===== src/rtl/adder_block_sequencer.sv =====
// adder_block_sequencer
// Bit-serial driver for one relay adder cell. Operands are presented one bit
// pair at a time. After a settle window the cell's sum and dual-rail carry are
// sampled, and the carry is fed back for the next bit. The final sum, the carry
// and the derived flags are published in a single DONE cycle.

module adder_block_sequencer #(
  parameter int WIDTH         = 8,
  parameter int SETTLE_CYCLES = 2
) (
  input  logic             clock,
  input  logic             reset,
  input  logic             start,
  input  logic [WIDTH-1:0] b_in,
  input  logic [WIDTH-1:0] c_in,
  input  logic             cin,
  output logic             busy,
  output logic             done,
  output logic [WIDTH-1:0] sum,
  output logic             carry,
  output logic             zero,
  output logic             sign,
  output logic             fault,
  output logic             cell_b,
  output logic             cell_c,
  output logic             cell_carry_in,
  output logic             cell_carry_in_n,
  input  logic             cell_sum,
  input  logic             cell_carry_out,
  input  logic             cell_carry_out_n
);

  // Bit index and settle counter widths. The counter keeps at least one bit,
  // so a zero settle window still has a legal register.
  localparam int IW = (WIDTH > 1) ? $clog2(WIDTH) : 1;
  localparam int CW = (SETTLE_CYCLES > 0) ? $clog2(SETTLE_CYCLES + 1) : 1;

  localparam logic [CW-1:0] CNT_LOAD = CW'(SETTLE_CYCLES);
  localparam logic [CW-1:0] CNT_ZERO = {CW{1'b0}};
  localparam logic [CW-1:0] CNT_ONE  = CW'(1);
  localparam logic [IW-1:0] IDX_ZERO = {IW{1'b0}};
  localparam logic [IW-1:0] IDX_ONE  = IW'(1);
  localparam logic [IW-1:0] IDX_LAST = IW'(WIDTH - 1);

  typedef enum logic [1:0] {
    S_IDLE   = 2'd0,
    S_SETTLE = 2'd1,
    S_SAMPLE = 2'd2,
    S_DONE   = 2'd3
  } state_t;

  // Zero detect on a full result word.
  function automatic logic f_is_zero(input logic [WIDTH-1:0] v);
    f_is_zero = (v == {WIDTH{1'b0}});
  endfunction

  // Dual-rail carry check: the two rails must always disagree.
  function automatic logic f_rail_bad(input logic rail_p, input logic rail_n);
    f_rail_bad = (rail_p == rail_n);
  endfunction

  state_t           r_state;
  logic [CW-1:0]    r_cnt;
  logic [IW-1:0]    r_idx;
  logic [WIDTH-1:0] r_b;
  logic [WIDTH-1:0] r_c;
  logic [WIDTH-1:0] r_wsum;
  logic             r_busy;
  logic             r_done;
  logic [WIDTH-1:0] r_sum;
  logic             r_carry;
  logic             r_zero;
  logic             r_sign;
  logic             r_fault;
  logic             r_cell_b;
  logic             r_cell_c;
  logic             r_cell_ci;
  logic             r_cell_ci_n;

  logic [WIDTH-1:0] w_sum_next;
  logic [IW-1:0]    w_idx_next;
  logic             w_rail_bad;

  // Working sum with the currently sampled bit merged in, next bit index and rail check.
  always_comb begin
    w_sum_next        = r_wsum;
    w_sum_next[r_idx] = cell_sum;
    w_idx_next        = r_idx + IDX_ONE;
    w_rail_bad        = f_rail_bad(cell_carry_out, cell_carry_out_n);
  end

  // Sequencer FSM: operand latch, per-bit settle/sample and result publication.
  always_ff @(posedge clock or posedge reset) begin
    if (reset) begin
      r_state     <= S_IDLE;
      r_cnt       <= CNT_ZERO;
      r_idx       <= IDX_ZERO;
      r_b         <= {WIDTH{1'b0}};
      r_c         <= {WIDTH{1'b0}};
      r_wsum      <= {WIDTH{1'b0}};
      r_busy      <= 1'b0;
      r_done      <= 1'b0;
      r_sum       <= {WIDTH{1'b0}};
      r_carry     <= 1'b0;
      r_zero      <= 1'b0;
      r_sign      <= 1'b0;
      r_fault     <= 1'b0;
      r_cell_b    <= 1'b0;
      r_cell_c    <= 1'b0;
      r_cell_ci   <= 1'b0;
      r_cell_ci_n <= 1'b1;
    end else begin
      case (r_state)
        S_IDLE: begin
          r_busy <= 1'b0;
          r_done <= 1'b0;
          if (start) begin
            r_b         <= b_in;
            r_c         <= c_in;
            r_wsum      <= {WIDTH{1'b0}};
            r_idx       <= IDX_ZERO;
            r_cell_b    <= b_in[0];
            r_cell_c    <= c_in[0];
            r_cell_ci   <= cin;
            r_cell_ci_n <= ~cin;
            r_cnt       <= CNT_LOAD;
            r_fault     <= 1'b0;
            r_busy      <= 1'b1;
            r_state     <= S_SETTLE;
          end else begin
            r_state <= S_IDLE;
          end
        end

        S_SETTLE: begin
          // Cell inputs are held; only the settle counter moves.
          if (r_cnt == CNT_ZERO) begin
            r_state <= S_SAMPLE;
          end else begin
            r_cnt   <= r_cnt - CNT_ONE;
            r_state <= S_SETTLE;
          end
        end

        S_SAMPLE: begin
          r_wsum <= w_sum_next;
          if (w_rail_bad) begin
            r_fault <= 1'b1;
          end else begin
            r_fault <= r_fault;
          end
          if (r_idx == IDX_LAST) begin
            // Results are published only here, so they stay stable during an operation.
            r_sum   <= w_sum_next;
            r_carry <= cell_carry_out;
            r_zero  <= f_is_zero(w_sum_next);
            r_sign  <= w_sum_next[WIDTH-1];
            r_done  <= 1'b1;
            r_state <= S_DONE;
          end else begin
            r_idx       <= w_idx_next;
            r_cell_b    <= r_b[w_idx_next];
            r_cell_c    <= r_c[w_idx_next];
            r_cell_ci   <= cell_carry_out;
            r_cell_ci_n <= ~cell_carry_out;
            r_cnt       <= CNT_LOAD;
            r_state     <= S_SETTLE;
          end
        end

        S_DONE: begin
          // One-cycle done pulse; start seen here is ignored because the block is still busy.
          r_done  <= 1'b0;
          r_busy  <= 1'b0;
          r_state <= S_IDLE;
        end

        default: begin
          r_busy      <= 1'b0;
          r_done      <= 1'b0;
          r_cell_ci   <= 1'b0;
          r_cell_ci_n <= 1'b1;
          r_state     <= S_IDLE;
        end
      endcase
    end
  end

  assign busy            = r_busy;
  assign done            = r_done;
  assign sum             = r_sum;
  assign carry           = r_carry;
  assign zero            = r_zero;
  assign sign            = r_sign;
  assign fault           = r_fault;
  assign cell_b          = r_cell_b;
  assign cell_c          = r_cell_c;
  assign cell_carry_in   = r_cell_ci;
  assign cell_carry_in_n = r_cell_ci_n;

endmodule


===== config.mk =====
export PLATFORM = sky130hd
export DESIGN_NAME = adder_block_sequencer
export DESIGN_NICKNAME = d
export VERILOG_FILES = /design/src/rtl/adder_block_sequencer.sv
export SDC_FILE = /design/constraint.sdc
export NUM_CORES = 1
export LEC_CHECK = 0
export CORE_MARGIN = 2
export CORE_UTILIZATION = 47
export CTS_BUF_LIST = sky130_fd_sc_hd__clkbuf_16
export CTS_CLUSTER_DIAMETER = 120
export DETAILED_ROUTE_END_ITERATION = 10
export GPL_TIMING_DRIVEN = 0
export HOLD_SLACK_MARGIN = 0.03
export PLACE_DENSITY_LB_ADDON = 0.25
export SLEW_MARGIN = 20
export SYNTH_ARGS = -nofsm -noshare
export SYNTH_HDL_FRONTEND = slang
export SYNTH_SLANG_ARGS = --single-unit

===== constraint.sdc =====
create_clock -name clock -period 1.6 [get_ports clock]
set_input_delay 0.32 -clock clock [delete_from_list [all_inputs] [get_ports clock]]
set_output_delay 0.32 -clock clock [all_outputs]
set_load 0.1 [all_outputs]

Metal layers overlaid:
The bar under the picture is 20 µm long. Two of the layers only.
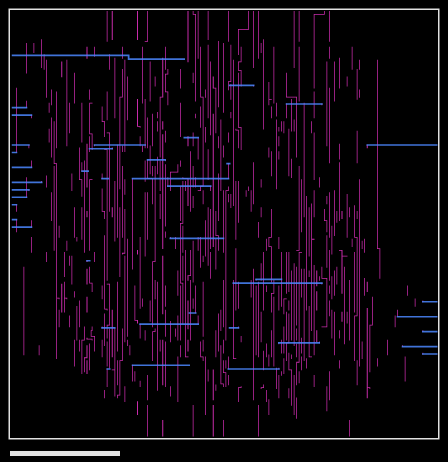
legend:
  blue:
    layer: metal 3
    wire_length: 225 µm
  magenta:
    layer: metal 2
    wire_length: 2840 µm
Global Route Usage Sum: 20.4%
DRT Wirelength: 5930 µm
total number of vias: 2060
routed length per instance: 16.0 µm

Sequential cells grouped by signal name:
The bar under the picture is 20 µm long. Other sequential cells in the stronger grey, the rest of the logic in the fainter grey.
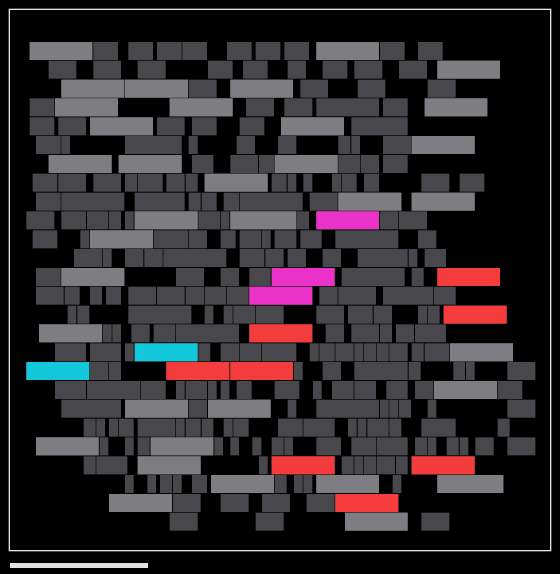
legend:
  red:
    netlist_name: r_wsum
    flops: 8
  cyan:
    netlist_name: r_state
    flops: 2
  magenta:
    netlist_name: r_idx
    flops: 3
not coloured: 35
final core occ: 67.0%
Storage cell area: 1200 µm²
Seq area share: 34.5%
P_seq: 1.81 mW

==> results.json <==
{
  "pin_count": 41,
  "nMultiInputCombCells": 171,
  "dp.cells": 353,
  "worst_slack_ns": -0.0328,
  "lay_top_count": "dfrtp_1",
  "antenna_found_initial": 0,
  "crit_required_ns": 1.77,
  "die_h_um": 78.0,
  "chip_area_um2": 6080,
  "end_kind": "register",
  "post-place-ws_ns": -0.390,
  "top_area_cell": "dfrtp_1",
  "grt_pass1_wl_um": 9830,
  "powerDensity_nw_per_um2": 1620,
  "path_delay_family": "multiplexers",
  "nets": 331,
  "yosysTopAreaCellShare_pct": 45.7,
  "floorplan.nets": 273,
  "insertion_delay_ns": 0.29,
  "drv_slew": 0,
  "violations": "setup timing",
  "dp_hpwl_um": 3890,
  "critPathMaxStageDelay_ns": 0.49,
  "synthArstFlopShare_pct": 100,
  "period_minus_slack_ns": 1.63,
  "clock_skew_ns": 0.00352,
  "synth-seq-area-share_pct": 46.7,
  "synth_area_um2": 2570,
  "synth-edff-count": 0,
  "ys_ff": 48,
  "cp_num_buf_inv": 0,
  "syn2layout_area_growth_pct": 35.6,
  "ys.flop_type": "dfrtp_1",
  "num-nonclk-buffers": 67,
  "sh_comb_area_pct": 40.0,
  "ys_types": 52,
  "total_power_mw": 5.66,
  "ys_warn_count": 0,
  "fmax_ghz": 0.612,
  "arrival_ns": 1.80,
  "gp_congestion": 0.814,
  "num-nonclk-inverters": 7,
  "leakage_nw": 1.54,
  "initial_core_util_pct": 49.4,
  "drc": 0,
  "setup_viol": 2,
  "crit_type": "reg -> reg",
  "grt_pass1_vias": 2065,
  "hold_violations": 0,
  "diodes": 0,
  "flops": 48,
  "numPortBuffers": 40,
  "crit_chain": "ha_4 > mux4_2 > nor2_1 > nand4b_1 > a31oi_1",
  "relSlewSlack_pct": 63.5,
  "top_cells_by_area": "dfrtp_1 46%, mux2_2 7.4%, ha_1 3.9%",
  "maxCapViolCount": 0,
  "warning_count": 33,
  "rsz0062_at_grt": "yes",
  "design_area_um2": 3490,
  "place_area_um2": 3090,
  "critPathLaunchType": "register",
  "buf_share_pct": 18.3,
  "overflow": 0,
  "avgSynthCellArea_um2": 10.6,
  "fin_cells": 371,
  "outcome": "finished, violations left",
  "yosysChipArea_um2": 2570
}
## final timing paths
path	startpoint	to	slack, ns	cells past startpoint
worst max-delay path	r_idx[0]	cell_b	-0.03	5
worst max register to register	r_idx[0]	cell_b	-0.03	5
min in group clock	sum[3]	sum[3]	0.47	2
worst min register to register	sum[3]	sum[3]	0.47	2
max in group asynchronous	reset	cell_carry_in_n	0.63	3
worst min-delay path	reset	busy	0.38	2
## routing by layer
layer | track usage (%) | wire [µm] | vias to the layer above
li1 | - | - | 977
met1 | 28.3 | 2750 | 1017
met2 | 32.4 | 2840 | 55
met3 | 3.72 | 225 | 11
met4 | 7.19 | 119 | 0
met5 | 0 | 0 | -
## where the power goes
group          switching, mW  total, mW  internal, mW
clock network          0.434      0.997         0.563
registers              0.222       1.81          1.59
logic                   1.60       2.85          1.25
## cells in the mapped netlist (3+ instances only)
master    number
a21oi_1        7
a22o_1         8
a31oi_1        4
buf_2          9
buf_4          3
dfrtp_1       47
ha_1           8
inv_1          7
mux2_2        17
mux2i_1       10
nand2_1       25
nand2b_1       6
nand3_1        3
nand3b_1       4
nor2_1        23
nor3_1         3
o21ai_0       15
o21ai_1        3
o31ai_1        3
## logic make-up after synthesis
logic type,count (synthesis),share of synthesized area [%]
AND/OR/NAND/NOR,80,16.8
AND-OR/OR-AND,51,13.2
flip-flops,48,46.7
multiplexers,31,14.2
buffers and inverters,23,4.81
adder cells (fa/ha/maj),8,3.89
XOR/XNOR,1,0.341
## sequential cells by signal (all words and copies together) (netlist names), 2 cells and up
signal / flops
r_state: 2
r_cnt: 2
sum: 8
r_idx: 3
r_wsum: 8
r_b: 8
r_c: 8
## repair_timing
item                                    CTS  global route
gates cloned                              0             0
pin swaps                                 2            15
resized                                  80            28
hold endpoints to repair                  0             0
endpoints found under the setup margin   51            28
setup buffers                            11             4
Power is estimated from default activity; no workload was simulated.
